Run 1, track usage over the die:
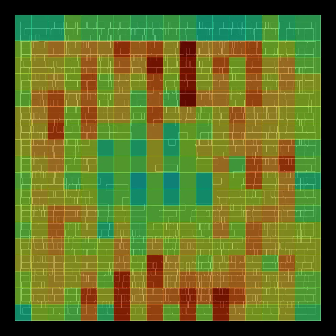
Run 1, clock network drawn from the DEF:
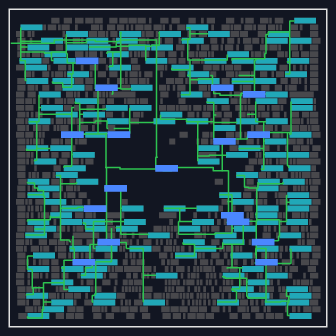
Run 1, metal 3:
Cells faint in the background.
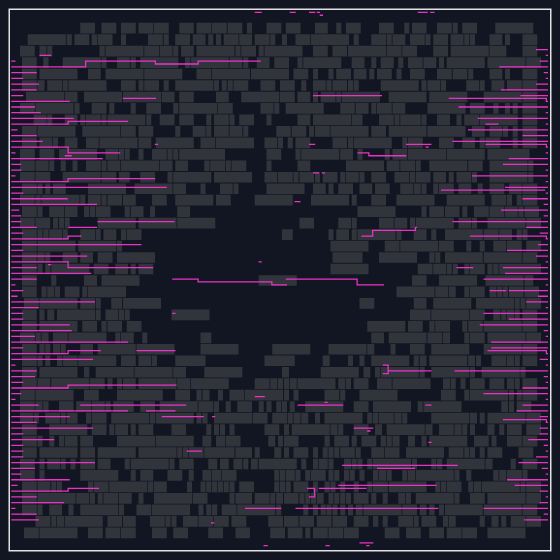
==> config.mk <==
export PLATFORM = sky130hd
export DESIGN_NAME = id_ex_stage_flat
export DESIGN_NICKNAME = d
export VERILOG_FILES = /design/src/rtl/id_ex_stage_if.sv /design/src/rtl/id_ex_stage.sv /design/src/flat_wrapper.sv
export SDC_FILE = /design/constraint.sdc
export NUM_CORES = 1
export LEC_CHECK = 0
export ABC_AREA = 1
export CAP_MARGIN = 40
export CORE_MARGIN = 2
export CORE_UTILIZATION = 45
export DETAILED_ROUTE_END_ITERATION = 12
export HOLD_SLACK_MARGIN = 0.03
export PLACE_DENSITY = 0.84
export SLEW_MARGIN = 20
export SYNTH_ARGS = -nofsm -noshare
export SYNTH_HDL_FRONTEND = slang
export SYNTH_SLANG_ARGS = --single-unit
export TNS_END_PERCENT = 50
==> constraint.sdc <==
create_clock -name clk -period 4.4 [get_ports clk]
set_input_delay 0.66 -clock clk [delete_from_list [all_inputs] [get_ports clk]]
set_output_delay 0.66 -clock clk [all_outputs]
set_load 0.005 [all_outputs]
==> flow_summary.yaml, run 1 <==
# yosys + openroad results
outcome:
  outcome: "completed"
power:
  leakage_nw: 4.79
  power.total_mw: 3.63
  pg_comb_mw: 0.587
  combPwrFrac_pct: 16.2
  top_power_group: "sequential cells"
  max-vdd-ir-drop_uv: 230
clocking:
  cts_max_path_buffers: 2
  htreeDepth: 4
sta:
  tightest_slew_ns: 0.744
  worst_slew_margin_rel_pct: 50.4
  fin_crit_sh_pct: 69.9
synth:
  fa_ha_area_share_pct: 0
  ys_cells: 750
  ys_area_mm2: 0.00693
  synth-seq-cells: 156
  synth-xor-area-share_pct: 0
placed_design:
  gp_congestion: 0.883
global_routing:
  grt_pass1_vias: 6065
  grt_pass1_wl_um: 31500
critical_path:
  r2r_setup_slack_ns: 2.06
floorplan:
  ios: 319
  fp_util_pct: 45.7
  die_x_um: 128
route:
  route.met2.wl_um: 10300
finish:
  fin_nets: 1209
  antennaDiodeCount: 0
## Picture notes: 'track usage over the die'
most used routing layer in global routing: met2
met3 usage: 8.26%
met1 Resource Use GR: 28.1%
met2 GRT Util: 42.8%

## Picture notes: 'clock network drawn from the DEF'
[blue] cells driving clock nets | count: 17
[cyan] flip-flops | count: 156
[green] clock wires | length: 1,860 µm
flops lie	spread over the die
power in the clock group: 1.48 mW
Final Skew: 0.00896 ns
clk latency late pin: 0.41 ns
Clock power frac: 40.7%

## Picture notes: 'metal 3'
main direction	horizontal
wire length on this layer	1,800 µm
drt total wl: 20,200 µm
DR vias: 6,189

run 1: critical path, cell delays in order:
cell and delay [ns]:
clkdlybuf4s50_1 0.50, inv_1 0.05, nand2_1 0.05, nand2_1 0.06, nor2_1 0.17, nand3_1 0.12
nand2_2 0.10, nand2_4 0.10, nor2_1 0.10, clkdlybuf4s50_1 0.51
run 1: cell usage in the layout (no fill, tap or decap), drive strengths merged:
cell and count:
o21ai 150, clkdlybuf4s50 317, clkbuf 20, nand4 8, buf 10, nor2 12
bufinv 2, nand2 348, inv 25, clkinvlp 2, dfrtp 156, clkinv 6
nor3 1, nand3 3
run 1: final cells by class:
class	instances	share of cell area, %
sequential	156	36.3
timing repair buffer	327	31.0
multi-input combinational	522	24.0
clock buffer	20	4.34
tap	188	2.19
clock inverter	12	1.28
inverter	23	0.827
run 1: Yosys cell counts:
cell / number / area [µm²]
nand2_1: 345 / 1290
dfrtp_1: 156 / 3900
o21ai_2: 100 / 876
clkbuf_1: 29 / 109
o21ai_0: 28 / 140
o21ai_1: 22 / 110
inv_1: 16 / 60.1
nor2_1: 12 / 45.0
buf_12: 11 / 220
nand4_1: 8 / 50.1
buf_2: 7 / 35.0
inv_2: 7 / 26.3
nand3_1: 3 / 15.0
buf_1: 2 / 7.51
nand2_4: 2 / 22.5
nand2_2: 1 / 6.26
nor3_1: 1 / 5.00
run 1: stage by stage:
| step | util (%) | std cells | instance area (µm²) | hold WS [ns] |
|---|---|---|---|---|
| finish | 70.9 | 1248 | 10700 | 0.154 |
| global route | 70.9 | 1248 | 10700 | 0.170 |
| CTS | 70.6 | 1246 | 10700 | 0.348 |
| detailed placement | 66.6 | 1214 | 10100 | 0.465 |
| global placement | 66.6 | 1214 | 10100 | 0.463 |
| floorplan | - | 750 | 6930 | 0.364 |
==> run 2, diff against run 1 <==
Settings changed: CORE_UTILIZATION 45 to 38, PLACE_DENSITY 0.84 to 0.76.
Clock period 4.4 ns to 2.8 ns, I/O delays scaled along.
==> run 2 against run 1 <==
Effect of this change:
- register-to-register slack worse by 1.1 ns
- setup slack got worse by 1.1 ns
- sequential share of layout area down 0.19 points
- core utilization is 11 points lower
- synthesized area is the same
- sequential power grew 57%
- hold slack gained 0.33 ns
- clock power grew 43%
- clock skew is 0.0010 ns lower
- critical path type unchanged
- critical endpoint unchanged
- largest cell class unchanged
- largest power group unchanged
==> flow_summary.yaml, run 2 <==
# yosys + openroad results
outcome:
  outcome: "completed"
sta:
  fin_skew_ns: 0.00791
  worst_slew_margin_rel_pct: 53.4
  fin_crit_sh_pct: 91.6
  tightest_slew_ns: 0.699
power:
  power.total_mw: 5.51
critical_path:
  crit_buf_inv: 3
  cp_top_family: "buffers and inverters"
global_routing:
  grt_pass1_vias: 6162
  grt_pass1_wl_um: 32700
synth:
  synth.area.top_cells: "dfrtp_1 56%, nand2_1 19%, o21ai_2 13%"
  synth-edff-count: 0
  ys_cells: 750
  synth-seq-cells: 156
  common_cells: "345 x nand2_1, 156 x dfrtp_1, 100 x o21ai_2"
  synth_async_sr_flop_share_pct: 100
  post-synth-top-count-cell: "nand2_1"
  synth_top_area_share_pct: 56.4
placed_design:
  placedCellCount: 1262
clocking:
  htreeDepth: 4
  clock_latency_ns: 0.41
route:
  vias: 6041
  drt_wl_total_um: 20000
run 2: cell counts after synthesis:
Identical to the previous run, type by type.
run 2: per-layer routing:
layer / up-vias / global-route usage, %
met4: 2 / 8.45
met3: 44 / 7.08
li1: 2979 / -
met1: 2778 / 25.4
met5: - / 0
met2: 238 / 34.2
run 2: final cells by class:
cell class	count	share of cell area [%]
Clock buffer	22	4.39
Inverter	23	0.823
Sequential cell	156	36.1
Timing Repair Buffer	333	31.5
Clock inverter	9	0.602
Tap cell	229	2.65
Multi-Input combinational cell	522	23.9
run 2: power breakdown:
group / total, mW / internal (mW) / switching [mW]
logic: 0.932 / 0.535 / 0.396
clock network: 2.12 / 1.20 / 0.918
registers: 2.45 / 2.38 / 0.0742
run 2: worst min-delay path, stage by stage, from the launching register on:
cell and delay, ns:
dfrtp_1 0.34, nand2_1 0.06, o21ai_2 0.05
run 2: kinds of logic after synthesis:
logic type      Yosys count  synth area share (%)
flops                   156                  56.4
buf+inv                  72                  6.61
compound gates          150                  16.3
simple gates            372                  20.8
run 2: through the flow:
stage | hold WS [ns] | cell area, µm²
after floorplan | 0.124 | 6930
after global placement | 0.450 | 10200
after detailed placement | 0.450 | 10200
after CTS | 0.481 | 10800
after global routing | 0.497 | 10800
final | 0.479 | 10800
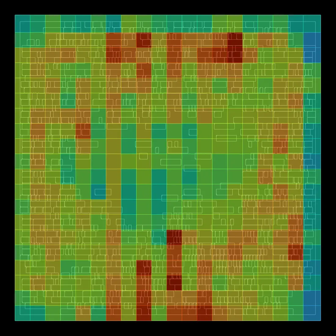
Run 2: track usage over the die
Core Util, Final: 60.3%
met2 GRT Util: 34.2%

Power figures rest on the tool's default switching activity, not on a simulated workload.
